===== src/rtl/ram_buffer_ctrl_pkg.sv =====
// Shared sizes, state encoding and helpers for the MXU RAM read-buffer controller.
package ram_buffer_ctrl_pkg;

  localparam int ENT_NUM      = 16;
  localparam int ENT_IDX_W    = 4;
  localparam int DRAIN_TO_CYC = 32;
  localparam int ADDR_W       = 8;
  localparam int BYTE_W       = 4;
  localparam int LINE_W       = 128;
  localparam int DRAIN_CNT_W  = $clog2(DRAIN_TO_CYC + 1);

  localparam logic [DRAIN_CNT_W-1:0] DRAIN_TO_LIM = DRAIN_CNT_W'(DRAIN_TO_CYC);
  localparam logic [DRAIN_CNT_W-1:0] DRAIN_ONE    = {{(DRAIN_CNT_W-1){1'b0}}, 1'b1};
  localparam logic [ENT_IDX_W-1:0]   IDX_ONE      = {{(ENT_IDX_W-1){1'b0}}, 1'b1};

  typedef enum logic [2:0] {
    ST_IDLE       = 3'd0,
    ST_LOOKUP     = 3'd1,
    ST_ARM        = 3'd2,
    ST_FETCH_REQ  = 3'd3,
    ST_FETCH_WAIT = 3'd4,
    ST_ALLOC      = 3'd5,
    ST_DRAIN      = 3'd6
  } state_e;

  function automatic logic [ENT_NUM-1:0] idx_to_onehot(input logic [ENT_IDX_W-1:0] idx);
    return {{(ENT_NUM-1){1'b0}}, 1'b1} << idx;
  endfunction

endpackage


===== src/rtl/ram_buffer_ctrl_if.sv =====
// Request and RAM-fetch handshake bundle of the read-buffer controller.
interface ram_buffer_ctrl_if;
  import ram_buffer_ctrl_pkg::*;

  logic              req_vld;
  logic              req_rdy;
  logic [ADDR_W-1:0] req_addr;
  logic [BYTE_W-1:0] req_start_byte;
  logic [BYTE_W-1:0] req_end_byte;
  logic              ram_rd_vld;
  logic              ram_rd_rdy;
  logic [ADDR_W-1:0] ram_rd_addr;
  logic              ram_rsp_vld;
  logic [LINE_W-1:0] ram_rsp_data;

  modport master (
    output req_vld, req_addr, req_start_byte, req_end_byte,
    output ram_rd_rdy, ram_rsp_vld, ram_rsp_data,
    input  req_rdy, ram_rd_vld, ram_rd_addr
  );

  modport slave (
    input  req_vld, req_addr, req_start_byte, req_end_byte,
    input  ram_rd_rdy, ram_rsp_vld, ram_rsp_data,
    output req_rdy, ram_rd_vld, ram_rd_addr
  );

endinterface


===== src/rtl/ram_buffer_ctrl_victim_sel.sv =====
// Rotating-priority finder: first set mask bit at or above rr_ptr, wrapping around.
module ram_buffer_victim_sel
  import ram_buffer_ctrl_pkg::*;
(
  input  logic [ENT_NUM-1:0]   mask,
  input  logic [ENT_IDX_W-1:0] rr_ptr,
  output logic [ENT_NUM-1:0]   grant,
  output logic [ENT_IDX_W-1:0] idx,
  output logic                 found
);

  logic [ENT_IDX_W-1:0] cand_s;
  logic [ENT_IDX_W-1:0] idx_s;
  logic                 found_s;

  // Scan upward from rr_ptr; index arithmetic wraps naturally at ENT_NUM
  always_comb begin
    found_s = 1'b0;
    idx_s   = '0;
    cand_s  = rr_ptr;
    for (int k = 0; k < ENT_NUM; k++) begin
      cand_s = rr_ptr + ENT_IDX_W'(k);
      if (!found_s && mask[cand_s]) begin
        found_s = 1'b1;
        idx_s   = cand_s;
      end else begin
        found_s = found_s;
      end
    end
  end

  assign found = found_s;
  assign idx   = idx_s;
  assign grant = found_s ? idx_to_onehot(idx_s) : '0;

endmodule


===== src/rtl/ram_buffer_ctrl.sv =====
// Sequencer/allocator for the MXU RAM read buffer: tag lookup, fetch on miss,
// entry arm/alloc, then drain supervision with timeout.
module ram_buffer_ctrl
  import ram_buffer_ctrl_pkg::*;
(
  input  logic                clk,
  input  logic                rst_n,
  ram_buffer_ctrl_if.slave    bus,
  input  logic [ENT_NUM-1:0]  ent_tag_match,
  input  logic [ENT_NUM-1:0]  ent_vld,
  input  logic [ENT_NUM-1:0]  ent_free,
  output logic [ENT_NUM-1:0]  alloc_en,
  output logic [ADDR_W-1:0]   alloc_addr,
  output logic [LINE_W-1:0]   alloc_data,
  output logic [ENT_NUM-1:0]  ent_rearm,
  output logic [BYTE_W-1:0]   buff_start_byte,
  output logic [BYTE_W-1:0]   buff_end_byte,
  output logic [ENT_NUM-1:0]  ent_cnt_inc,
  output logic [ENT_NUM-1:0]  ent_cnt_dec,
  output logic                busy,
  output logic                err_timeout
);

  state_e                 state_r;
  logic [ADDR_W-1:0]      addr_r;
  logic [BYTE_W-1:0]      start_r;
  logic [BYTE_W-1:0]      end_r;
  logic [LINE_W-1:0]      data_r;
  logic [ENT_IDX_W-1:0]   tgt_r;
  logic [ENT_IDX_W-1:0]   rr_ptr_r;
  logic [DRAIN_CNT_W-1:0] drain_cnt_r;
  logic                   req_rdy_r;
  logic                   rd_vld_r;
  logic                   busy_r;
  logic [ENT_NUM-1:0]     rearm_r;
  logic [ENT_NUM-1:0]     inc_r;
  logic [ENT_NUM-1:0]     dec_r;
  logic                   err_r;

  logic                   hit_s;
  logic [ENT_IDX_W-1:0]   hit_idx_s;
  logic [ENT_NUM-1:0]     vic_grant_s;
  logic [ENT_IDX_W-1:0]   vic_idx_s;
  logic                   vic_found_s;

  // Lowest-index tag hit; a matching entry wins even if it is also free
  always_comb begin
    hit_s     = |ent_tag_match;
    hit_idx_s = '0;
    for (int i = ENT_NUM - 1; i >= 0; i--) begin
      if (ent_tag_match[i]) begin
        hit_idx_s = ENT_IDX_W'(i);
      end else begin
        hit_idx_s = hit_idx_s;
      end
    end
  end

  ram_buffer_victim_sel u_victim_sel (
    .mask   (ent_free),
    .rr_ptr (rr_ptr_r),
    .grant  (vic_grant_s),
    .idx    (vic_idx_s),
    .found  (vic_found_s)
  );

  // Request FSM, capture registers and drain watchdog
  always_ff @(posedge clk or negedge rst_n) begin
    if (!rst_n) begin
      state_r     <= ST_IDLE;
      addr_r      <= '0;
      start_r     <= '0;
      end_r       <= '0;
      data_r      <= '0;
      tgt_r       <= '0;
      rr_ptr_r    <= '0;
      drain_cnt_r <= '0;
      req_rdy_r   <= 1'b1;
      rd_vld_r    <= 1'b0;
      busy_r      <= 1'b0;
      rearm_r     <= '0;
      inc_r       <= '0;
      dec_r       <= '0;
      err_r       <= 1'b0;
    end else begin
      rearm_r <= '0;
      inc_r   <= '0;
      dec_r   <= '0;
      err_r   <= 1'b0;
      case (state_r)
        ST_IDLE: begin
          if (bus.req_vld && req_rdy_r) begin
            addr_r    <= bus.req_addr;
            start_r   <= bus.req_start_byte;
            end_r     <= bus.req_end_byte;
            req_rdy_r <= 1'b0;
            busy_r    <= 1'b1;
            state_r   <= ST_LOOKUP;
          end
        end
        ST_LOOKUP: begin
          if (hit_s) begin
            tgt_r   <= hit_idx_s;
            rearm_r <= idx_to_onehot(hit_idx_s);
            inc_r   <= idx_to_onehot(hit_idx_s);
            state_r <= ST_ARM;
          end else begin
            rd_vld_r <= 1'b1;
            state_r  <= ST_FETCH_REQ;
          end
        end
        ST_ARM: begin
          drain_cnt_r <= '0;
          state_r     <= ST_DRAIN;
        end
        ST_FETCH_REQ: begin
          if (bus.ram_rd_rdy) begin
            rd_vld_r <= 1'b0;
            state_r  <= ST_FETCH_WAIT;
          end
        end
        ST_FETCH_WAIT: begin
          if (bus.ram_rsp_vld) begin
            data_r  <= bus.ram_rsp_data;
            state_r <= ST_ALLOC;
          end
        end
        // Waits here indefinitely with the line held until some entry frees up
        ST_ALLOC: begin
          if (vic_found_s) begin
            tgt_r       <= vic_idx_s;
            rr_ptr_r    <= vic_idx_s + IDX_ONE;
            drain_cnt_r <= '0;
            state_r     <= ST_DRAIN;
          end
        end
        // First cycle is skipped so the entry's own ent_vld has registered
        ST_DRAIN: begin
          if (drain_cnt_r == '0) begin
            drain_cnt_r <= drain_cnt_r + DRAIN_ONE;
          end else if (!ent_vld[tgt_r] || (drain_cnt_r >= DRAIN_TO_LIM)) begin
            dec_r     <= idx_to_onehot(tgt_r);
            err_r     <= ent_vld[tgt_r];
            req_rdy_r <= 1'b1;
            busy_r    <= 1'b0;
            state_r   <= ST_IDLE;
          end else begin
            drain_cnt_r <= drain_cnt_r + DRAIN_ONE;
          end
        end
        default: begin
          req_rdy_r <= 1'b1;
          rd_vld_r  <= 1'b0;
          busy_r    <= 1'b0;
          state_r   <= ST_IDLE;
        end
      endcase
    end
  end

  assign bus.req_rdy     = req_rdy_r;
  assign bus.ram_rd_vld  = rd_vld_r;
  assign bus.ram_rd_addr = addr_r;

  assign alloc_en        = (state_r == ST_ALLOC) ? vic_grant_s : '0;
  assign alloc_addr      = addr_r;
  assign alloc_data      = data_r;
  assign ent_rearm       = rearm_r;
  assign ent_cnt_inc     = inc_r;
  assign ent_cnt_dec     = dec_r;
  assign buff_start_byte = start_r;
  assign buff_end_byte   = end_r;
  assign busy            = busy_r;
  assign err_timeout     = err_r;

endmodule


===== src/flat_wrapper.sv =====
// flat-port wrapper written by rule: the top's interface ports become plain ports
module ram_buffer_ctrl_flat import ram_buffer_ctrl_pkg::*;
  (clk, rst_n, ent_tag_match, ent_vld, ent_free, alloc_en, alloc_addr, alloc_data, ent_rearm, buff_start_byte, buff_end_byte, ent_cnt_inc, ent_cnt_dec, busy, err_timeout, bus_req_vld, bus_req_addr, bus_req_start_byte, bus_req_end_byte, bus_ram_rd_rdy, bus_ram_rsp_vld, bus_ram_rsp_data, bus_req_rdy, bus_ram_rd_vld, bus_ram_rd_addr);
  ram_buffer_ctrl_if bus_i ();
  input  logic clk;
  input  logic rst_n;
  input  logic [ENT_NUM-1:0] ent_tag_match;
  input  logic [ENT_NUM-1:0] ent_vld;
  input  logic [ENT_NUM-1:0] ent_free;
  output logic [ENT_NUM-1:0] alloc_en;
  output logic [ADDR_W-1:0] alloc_addr;
  output logic [LINE_W-1:0] alloc_data;
  output logic [ENT_NUM-1:0] ent_rearm;
  output logic [BYTE_W-1:0] buff_start_byte;
  output logic [BYTE_W-1:0] buff_end_byte;
  output logic [ENT_NUM-1:0] ent_cnt_inc;
  output logic [ENT_NUM-1:0] ent_cnt_dec;
  output logic busy;
  output logic err_timeout;
  input wire logic [$bits(bus_i.req_vld)-1:0] bus_req_vld;
  input wire logic [$bits(bus_i.req_addr)-1:0] bus_req_addr;
  input wire logic [$bits(bus_i.req_start_byte)-1:0] bus_req_start_byte;
  input wire logic [$bits(bus_i.req_end_byte)-1:0] bus_req_end_byte;
  input wire logic [$bits(bus_i.ram_rd_rdy)-1:0] bus_ram_rd_rdy;
  input wire logic [$bits(bus_i.ram_rsp_vld)-1:0] bus_ram_rsp_vld;
  input wire logic [$bits(bus_i.ram_rsp_data)-1:0] bus_ram_rsp_data;
  output wire logic [$bits(bus_i.req_rdy)-1:0] bus_req_rdy;
  output wire logic [$bits(bus_i.ram_rd_vld)-1:0] bus_ram_rd_vld;
  output wire logic [$bits(bus_i.ram_rd_addr)-1:0] bus_ram_rd_addr;
  assign bus_i.req_vld = bus_req_vld;
  assign bus_i.req_addr = bus_req_addr;
  assign bus_i.req_start_byte = bus_req_start_byte;
  assign bus_i.req_end_byte = bus_req_end_byte;
  assign bus_i.ram_rd_rdy = bus_ram_rd_rdy;
  assign bus_i.ram_rsp_vld = bus_ram_rsp_vld;
  assign bus_i.ram_rsp_data = bus_ram_rsp_data;
  assign bus_req_rdy = bus_i.req_rdy;
  assign bus_ram_rd_vld = bus_i.ram_rd_vld;
  assign bus_ram_rd_addr = bus_i.ram_rd_addr;
  ram_buffer_ctrl u_core (.clk(clk), .rst_n(rst_n), .bus(bus_i), .ent_tag_match(ent_tag_match), .ent_vld(ent_vld), .ent_free(ent_free), .alloc_en(alloc_en), .alloc_addr(alloc_addr), .alloc_data(alloc_data), .ent_rearm(ent_rearm), .buff_start_byte(buff_start_byte), .buff_end_byte(buff_end_byte), .ent_cnt_inc(ent_cnt_inc), .ent_cnt_dec(ent_cnt_dec), .busy(busy), .err_timeout(err_timeout));
endmodule

===== config.mk =====
export PLATFORM = sky130hd
export DESIGN_NAME = ram_buffer_ctrl_flat
export DESIGN_NICKNAME = d
export VERILOG_FILES = /design/src/rtl/ram_buffer_ctrl_pkg.sv /design/src/rtl/ram_buffer_ctrl_if.sv /design/src/rtl/ram_buffer_ctrl_victim_sel.sv /design/src/rtl/ram_buffer_ctrl.sv /design/src/flat_wrapper.sv
export SDC_FILE = /design/constraint.sdc
export NUM_CORES = 1
export LEC_CHECK = 0
export CORE_AREA = 2 2 162 164
export CTS_CLUSTER_SIZE = 10
export DETAILED_ROUTE_END_ITERATION = 7
export DIE_AREA = 0 0 164 166
export GPL_ROUTABILITY_DRIVEN = 0
export PLACE_DENSITY = 0.78
export SETUP_SLACK_MARGIN = 0.2
export SLEW_MARGIN = 20
export SYNTH_ARGS = -nofsm -noshare
export SYNTH_HDL_FRONTEND = slang
export SYNTH_SLANG_ARGS = --single-unit

===== constraint.sdc =====
create_clock -name clk -period 8 [get_ports clk]
set_input_delay 1.2 -clock clk [delete_from_list [all_inputs] [get_ports clk]]
set_output_delay 1.2 -clock clk [all_outputs]
set_load 0.02 [all_outputs]

==> impl_metrics.yaml <==
# physical design summary
synthesis:
  synth_xor_xnor_area_share_pct: 1.202
  ff_type: "dfrtp_1"
  yosysChipArea_um2: 10730
  ys_sh_simple_pct: 10.69
  top_cells_by_area: "dfrtp_1, mux2_2, mux4_2, nor2_1, mux2i_1"
  synth.avg_cell_area_um2: 12.04
  top_area_cell: "dfrtp_1"
layout:
  drive_gt1_share_pct: 20.50
  n_clock_buffer: 18
  final_cell_area_um2: 15670
  num-nonclk-inverters: 25
  comb_share_pct: 33.91
  antenna_cells: 2
  area_share_nonclk_buffers_pct: 27.42
final_timing:
  holdWs_ns: 0.5098
  final_hold_viol_count: 0
  setup_viol_count_final: 0
  fin_crit_ns: 7.067
power_and_ir_drop:
  max-vdd-ir-drop_v: 0.0002562
  p_total_mw: 7.160
critical_path:
  required_ns: 6.80
  worstPathBufferInverterCount: 3
  start_kind: "primary input"
  cp.depth: 14
  worst_ep_arrival_time_ns: 5.87
  crit_chain: "clkdlybuf4s50_1, mux4_2, mux2i_1, o211ai_1, nand3b_2, or3_4, o21ai_0, o2bb2ai_1, a31oi_1, inv_1, ha_1, ha_1, and2_1, clkdlybuf4s50_1"
detailed_routing:
  drtPass1Iterations: 5
  drt_iter0_drc: 734
  vias_per_cell: 5.439
run_status:
  status: "finished clean"
hold_path:
  hold_class: "register to register"
grt:
  overflow: 0
  grt_max_degree: 123
  grt_pass1_wl_um: 50830
job:
  cap_viol_max_count: 0
clocking:
  cts_made_buffers: 17
  ctsHtreeMaxLevel: 4
[stage by stage]
step	setup slack, ns	std cells	utilization, %
2_1_floorplan	2.106	891	-
3_3_place_gp	1.105	1590	58.65
3_5_place_dp	1.010	1590	58.67
4_1_cts	0.9879	1622	61.06
5_1_grt	0.5618	1624	61.17
6_report	0.9325	1625	61.18
[where the power goes]
part	switching, mW	total (mW)	internal [mW]	leakage [nW]
Clock	0.437	0.862	0.425	0.288
Combinational	2.48	4.62	2.14	3.60
Sequential	0.273	1.68	1.41	2.43
Total	3.19	7.16	3.97	6.31
[per-layer routing]
metal | wire (um) | vias to the layer above | global-route usage, %
li1 | - | 4009 | -
met1 | 12740 | 4324 | 29.29
met2 | 17120 | 427 | 42.66
met3 | 2655 | 76 | 5.295
met4 | 913 | 2 | 7.780
met5 | 14 | - | 0
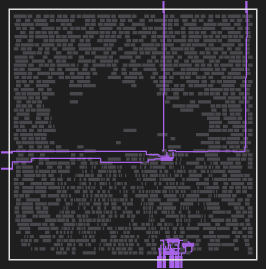
*I/O nets highlighted*
Drawn at 1.5 px/um.
legend:
  ent_vld:
    color: purple
    bits: 16
    direction: input
    end_cells: 4
    buffers: 16
    wire: 647 um
number of top-level pins: 417
port bufs: 416

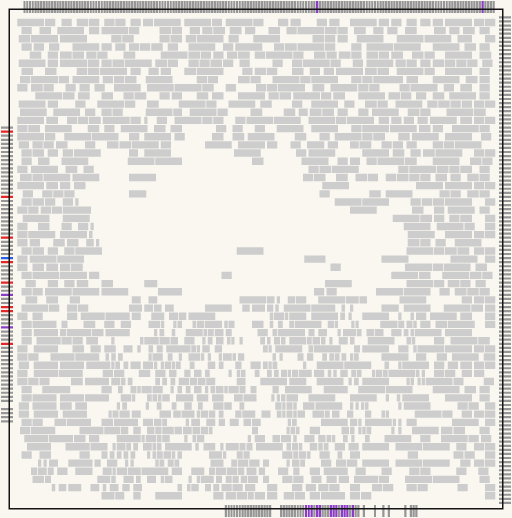
*Pin map*
Drawn at 3 px/um. Pins as bars across the die edge, other pins in gray.
legend:
  busy:
    color: blue
    pins: 1
    direction: output
    edge: west
  bus_req_addr:
    color: red
    pins: 8
    direction: input
    edge: west
  ent_vld:
    color: purple
    pins: 16
    direction: input
    edge: 12 south, 2 west, 2 north
all pins by edge: 171 north, 120 east, 72 west, 54 south
Die Wd: 164 um
die extent in y: 166 um

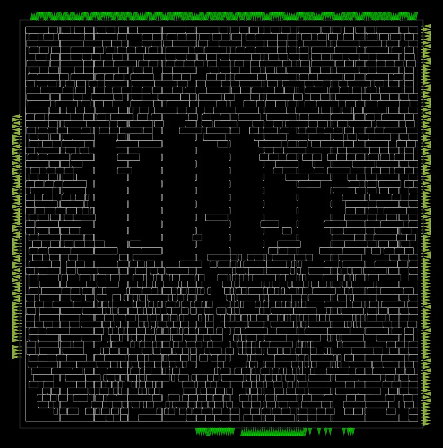
*Cell outlines without signal wires*
Util after Layout: 61.18%
fraction of area in registers: 31.46%
total core area: 25,620 um2
Final Non-Filler Cells: 1,625
Rows: 59

No activity file was given, so power comes from the tool's default toggle rates.
